$ cat src/rtl/spi_register_pkg.sv
// rtl/spi_register_pkg.sv - opcodes, fixed response bytes and router state encoding
package spi_register_pkg;

    localparam logic [7:0] OPCODE_CHIP_ID = 8'hDB;
    localparam logic [7:0] OPCODE_SPARE_0 = 8'h20;
    localparam logic [7:0] OPCODE_SPARE_1 = 8'h21;
    localparam logic [7:0] OPCODE_SPARE_2 = 8'h22;

    localparam logic [7:0] RESP_UNKNOWN = 8'h00;
    localparam logic [7:0] RESP_TIMEOUT = 8'hFF;

    typedef enum logic [1:0] {
        IDLE     = 2'd0,
        SELECTED = 2'd1,
        UNKNOWN  = 2'd2,
        TIMEOUT  = 2'd3
    } router_state_t;

endpackage

$ cat src/rtl/spi_register_address_decoder.sv
// rtl/spi_register_address_decoder.sv - combinational opcode to table index match
module spi_register_address_decoder
    import spi_register_pkg::*;
#(
    parameter int NUM_ENTRIES = 4,
    parameter logic [NUM_ENTRIES*8-1:0] ADDRESS_TABLE =
        {OPCODE_SPARE_2, OPCODE_SPARE_1, OPCODE_SPARE_0, OPCODE_CHIP_ID},
    parameter int INDEX_WIDTH = (NUM_ENTRIES > 1) ? $clog2(NUM_ENTRIES) : 1
) (
    input  logic [7:0]             i_opcode,
    output logic                   o_hit,
    output logic [INDEX_WIDTH-1:0] o_index
);

    // Walk from the top entry down so the lowest matching index is written last.
    always_comb begin
        o_hit   = 1'b0;
        o_index = '0;
        for (int i = NUM_ENTRIES - 1; i >= 0; i--) begin
            if (ADDRESS_TABLE[i*8 +: 8] == i_opcode) begin
                o_hit   = 1'b1;
                o_index = INDEX_WIDTH'(i);
            end
        end
    end

endmodule

$ cat src/rtl/spi_register_router.sv
// rtl/spi_register_router.sv - routes SPI opcodes to one register sub-peripheral
module spi_register_router
    import spi_register_pkg::*;
#(
    parameter int NUM_SUBPERIPHERALS = 4,
    parameter logic [NUM_SUBPERIPHERALS*8-1:0] ADDRESS_TABLE =
        {OPCODE_SPARE_2, OPCODE_SPARE_1, OPCODE_SPARE_0, OPCODE_CHIP_ID},
    parameter int TIMEOUT_CYCLES = 16
) (
    input  logic                            clock,
    input  logic                            reset_n,
    input  logic [7:0]                      opcode,
    input  logic                            opcode_valid,
    input  logic [7:0]                      operand_in,
    input  logic                            operand_in_valid,
    output logic [7:0]                      operand_out,
    output logic                            operand_out_valid,
    output logic [NUM_SUBPERIPHERALS-1:0]   sub_enable,
    output logic [NUM_SUBPERIPHERALS-1:0]   sub_operand_valid,
    input  logic [NUM_SUBPERIPHERALS*8-1:0] sub_data_out,
    input  logic [NUM_SUBPERIPHERALS-1:0]   sub_data_out_valid,
    input  logic                            error_clear,
    output logic                            error_unknown_opcode,
    output logic                            error_timeout
);

    localparam int IDX_W = (NUM_SUBPERIPHERALS > 1) ? $clog2(NUM_SUBPERIPHERALS) : 1;
    localparam int CNT_W = (TIMEOUT_CYCLES > 0) ? $clog2(TIMEOUT_CYCLES + 1) : 1;

    router_state_t                 r_state, w_state_next;
    logic [IDX_W-1:0]              r_sel, w_sel_next;
    logic [CNT_W-1:0]              r_count, w_count_next;
    logic                          r_responded, w_responded_next;
    logic [7:0]                    r_operand_out, w_operand_out_next;
    logic                          r_operand_out_valid, w_operand_out_valid_next;
    logic [NUM_SUBPERIPHERALS-1:0] r_sub_enable, w_sub_enable_next;
    logic [NUM_SUBPERIPHERALS-1:0] r_sub_operand_valid, w_sub_operand_valid_next;
    logic                          r_err_unknown, r_err_timeout;
    logic                          w_set_unknown, w_set_timeout;

    logic                          w_hit;
    logic [IDX_W-1:0]              w_hit_index;
    logic [NUM_SUBPERIPHERALS-1:0] w_hit_onehot;
    logic [7:0]                    w_sel_data;
    logic                          w_sel_valid;
    logic [CNT_W-1:0]              w_count_inc;

    spi_register_address_decoder #(
        .NUM_ENTRIES   (NUM_SUBPERIPHERALS),
        .ADDRESS_TABLE (ADDRESS_TABLE),
        .INDEX_WIDTH   (IDX_W)
    ) u_decoder (
        .i_opcode (opcode),
        .o_hit    (w_hit),
        .o_index  (w_hit_index)
    );

    always_comb begin
        w_hit_onehot = '0;
        w_sel_data   = '0;
        w_sel_valid  = 1'b0;
        for (int i = 0; i < NUM_SUBPERIPHERALS; i++) begin
            w_hit_onehot[i] = (w_hit_index == IDX_W'(i));
            if (r_sel == IDX_W'(i)) begin
                w_sel_data  = sub_data_out[i*8 +: 8];
                w_sel_valid = sub_data_out_valid[i];
            end
        end
    end

    assign w_count_inc = r_count + CNT_W'(1);

    always_comb begin
        w_state_next             = r_state;
        w_sel_next               = r_sel;
        w_count_next             = r_count;
        w_responded_next         = r_responded;
        w_operand_out_next       = '0;
        w_operand_out_valid_next = 1'b0;
        w_sub_enable_next        = '0;
        w_sub_operand_valid_next = '0;
        w_set_unknown            = 1'b0;
        w_set_timeout            = 1'b0;
        case (r_state)
            IDLE: begin
                w_count_next     = '0;
                w_responded_next = 1'b0;
                if (opcode_valid) begin
                    if (w_hit) begin
                        w_state_next      = SELECTED;
                        w_sel_next        = w_hit_index;
                        w_sub_enable_next = w_hit_onehot;
                    end else begin
                        w_state_next             = UNKNOWN;
                        w_operand_out_next       = RESP_UNKNOWN;
                        w_operand_out_valid_next = 1'b1;
                        w_set_unknown            = 1'b1;
                    end
                end
            end
            SELECTED: begin
                // The closing write strobe is still delivered as chip-select drops.
                w_sub_operand_valid_next = r_sub_enable & {NUM_SUBPERIPHERALS{operand_in_valid}};
                if (!opcode_valid) begin
                    w_state_next     = IDLE;
                    w_count_next     = '0;
                    w_responded_next = 1'b0;
                end else begin
                    w_sub_enable_next        = r_sub_enable;
                    w_operand_out_next       = w_sel_data;
                    w_operand_out_valid_next = w_sel_valid;
                    if (w_sel_valid) begin
                        w_responded_next = 1'b1;
                    end else if (!r_responded && (TIMEOUT_CYCLES != 0)) begin
                        w_count_next = w_count_inc;
                        if (w_count_inc == CNT_W'(TIMEOUT_CYCLES)) begin
                            w_state_next             = TIMEOUT;
                            w_sub_enable_next        = '0;
                            w_sub_operand_valid_next = '0;
                            w_operand_out_next       = RESP_TIMEOUT;
                            w_operand_out_valid_next = 1'b1;
                            w_set_timeout            = 1'b1;
                        end
                    end
                end
            end
            UNKNOWN: begin
                if (!opcode_valid) begin
                    w_state_next = IDLE;
                end else begin
                    w_operand_out_next       = RESP_UNKNOWN;
                    w_operand_out_valid_next = 1'b1;
                end
            end
            TIMEOUT: begin
                if (!opcode_valid) begin
                    w_state_next     = IDLE;
                    w_count_next     = '0;
                    w_responded_next = 1'b0;
                end else begin
                    w_operand_out_next       = RESP_TIMEOUT;
                    w_operand_out_valid_next = 1'b1;
                end
            end
            default: w_state_next = IDLE;
        endcase
    end

    always_ff @(posedge clock or negedge reset_n) begin
        if (!reset_n) begin
            r_state             <= IDLE;
            r_sel               <= '0;
            r_count             <= '0;
            r_responded         <= 1'b0;
            r_operand_out       <= '0;
            r_operand_out_valid <= 1'b0;
            r_sub_enable        <= '0;
            r_sub_operand_valid <= '0;
            r_err_unknown       <= 1'b0;
            r_err_timeout       <= 1'b0;
        end else begin
            r_state             <= w_state_next;
            r_sel               <= w_sel_next;
            r_count             <= w_count_next;
            r_responded         <= w_responded_next;
            r_operand_out       <= w_operand_out_next;
            r_operand_out_valid <= w_operand_out_valid_next;
            r_sub_enable        <= w_sub_enable_next;
            r_sub_operand_valid <= w_sub_operand_valid_next;
            // A new error in the clear cycle must not be lost.
            r_err_unknown       <= w_set_unknown | (r_err_unknown & ~error_clear);
            r_err_timeout       <= w_set_timeout | (r_err_timeout & ~error_clear);
        end
    end

    assign operand_out          = r_operand_out;
    assign operand_out_valid    = r_operand_out_valid;
    assign sub_enable           = r_sub_enable;
    assign sub_operand_valid    = r_sub_operand_valid;
    assign error_unknown_opcode = r_err_unknown;
    assign error_timeout        = r_err_timeout;

endmodule

$ cat config.mk
export PLATFORM = sky130hd
export DESIGN_NAME = spi_register_router
export DESIGN_NICKNAME = d
export VERILOG_FILES = /design/src/rtl/spi_register_pkg.sv /design/src/rtl/spi_register_address_decoder.sv /design/src/rtl/spi_register_router.sv
export SDC_FILE = /design/constraint.sdc
export NUM_CORES = 1
export LEC_CHECK = 0
export CORE_ASPECT_RATIO = 1.2
export CORE_UTILIZATION = 44
export DETAILED_ROUTE_END_ITERATION = 12
export PLACE_DENSITY = 0.93
export SYNTH_ARGS = -nofsm -noshare
export SYNTH_HDL_FRONTEND = slang
export SYNTH_SLANG_ARGS = --single-unit
$ cat constraint.sdc
create_clock -name clock -period 5.4 [get_ports clock]
set_input_delay 1.62 -clock clock [delete_from_list [all_inputs] [get_ports clock]]
set_output_delay 1.62 -clock clock [all_outputs]
set_load 0.01 [all_outputs]
**Where the registers sit**

Scale bar: 20 um. Other sequential cells in the stronger grey, the rest of the logic in the fainter grey.
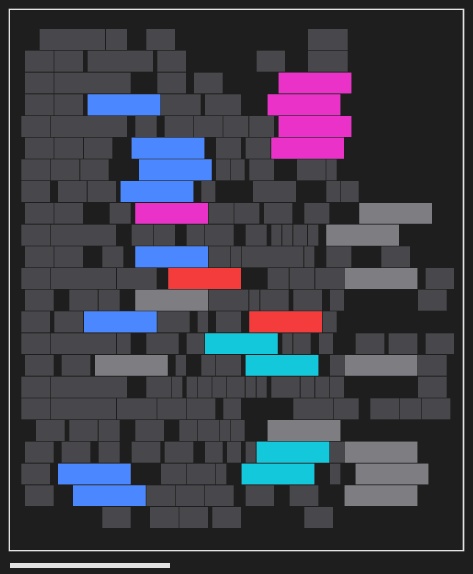
- magenta: `r_count` (sequential cells 5)
- cyan: `sub_enable` (sequential cells 4; where bottom centre)
- blue: `operand_out` (sequential cells 8)
- red: `r_state` (sequential cells 2)
Finished Core Util: 0.696
power drawn by the sequential cells: 222 uW
flop share of the area: 0.307
sequential cell area: 726 um^2

**Layout detail**

Scale bar: 10 um. Region (2, 4) to (27, 29) um. Cells in grey, sequential cells in the stronger grey; small squares are vias.
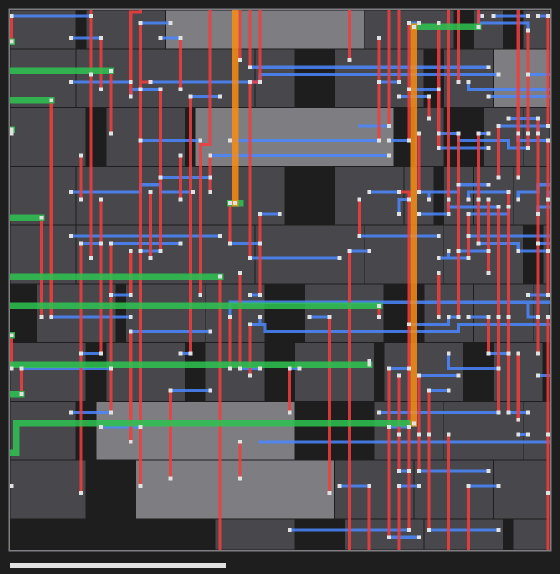
- green: M3
- orange: M4
- red: M2
- blue: M1
- sequential cells in the window: 4
- netlist names of flops here include: `operand_out` (3), `r_sel` (1)
- cells with their middle in the window: 53
- most frequent: clkdlybuf4s50_1 (23), dfrtp_1 (4), nor2_1 (3)

==> job_summary.md <==
## Synthesis and layout report

| Metric | Value |
|---|---|
| Run status | `complete, but fails checks` |
| Cell type taking the most area | `combinational gates` |
| Combinational family with the most area after synthesis | `multiplexers` |
| Syn Nets | `189` |
| Number of buffer and inverter stages on the critical path | `1` |
| CP Depth | `5` |
| Placement Cell Area | `2260 um^2` |
| Cell count listed in synth_stat.txt | `about 130` |
| Row count | `23` |
| Tap cell count | `37` |
| Heaviest power group | `sequential cells` |
| Fraction of power consumed by sequential logic | `0.463` |
| Seq cells | `29` |
| Share of post-route cells with drive strength above 1 | `0.120` |
| Number of unique standard cell types used by synthesis | `38` |
| Library cell used as clock root buffer | `sky130_fd_sc_hd__clkbuf_8` |
| Number of buffers inserted by hold repair at cts | `0` |
| Met3 wire len | `300 um` |
| Routability Congestion | `0.767` |
| Starting utilization of the core area | `0.465` |
| N_diodes | `0` |
| Most used logic cell in the final layout | `sky130_fd_sc_hd__clkdlybuf4s50_1` |
| Number of hold violations in the final report | `0` |
| Reg-to-reg endpoint | `sub_enable[3]` |
| WHS Endpoint | `error_unknown_opcode` |
| Height of the chip | `67.6 um` |
| Peak Freq | `297 MHz` |
| Critical-path top delay cell | `sky130_fd_sc_hd__mux4_2` |
| Violated checks | `DRC` |
| Number of clock sinks seen by CTS | `29` |
| Xor/xnor cell area share of the yosys netlist | `0.0222` |
| Combinational gate power | `62.6 uW` |
| DRC violations left | `5` |
| First drt pass iteration count | `8` |
| Net count reported at finish | `~260` |
| Leakage component of the power | `0.000953 uW` |
**I/O nets highlighted**

Scale bar: 20 um.
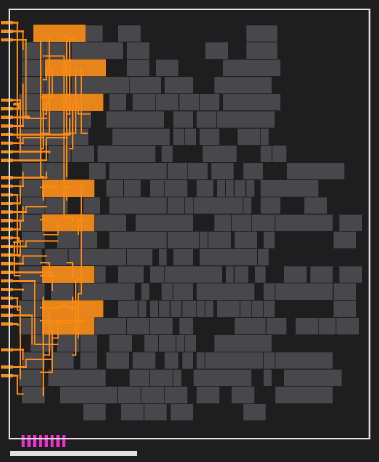
- magenta: `operand_in` (direction input; edge bottom; end cells 0)
- orange: `sub_data_out` (direction input; edge left; end cells 8; wire 512 um)
total I/O pin count: 76
number of buffers added on ports: 67

-- synth_stat cells (all sizes together), types with 2 or more instances --
cell | n | area, um^2
o21a | 9 | 67.6
nor3b | 2 | 15.0
nor3 | 3 | 25.0
nor2 | 5 | 18.8
inv | 4 | 15.0
clkbuf | 5 | 18.8
o2bb2ai | 2 | 17.5
o31ai | 2 | 28.8
dfrtp | 29 | 726
o311a | 2 | 20.0
nand2 | 9 | 33.8
or2 | 2 | 15.0
buf | 2 | 22.5
a22o | 6 | 52.6
and2 | 3 | 18.8
nor2b | 2 | 12.5
mux2 | 3 | 37.5
a21oi | 8 | 40.0
o21ai | 3 | 15.0
nand3 | 6 | 30.0
mux4 | 9 | 214
xnor2 | 4 | 35.0
Power and IR drop assume default switching activity.
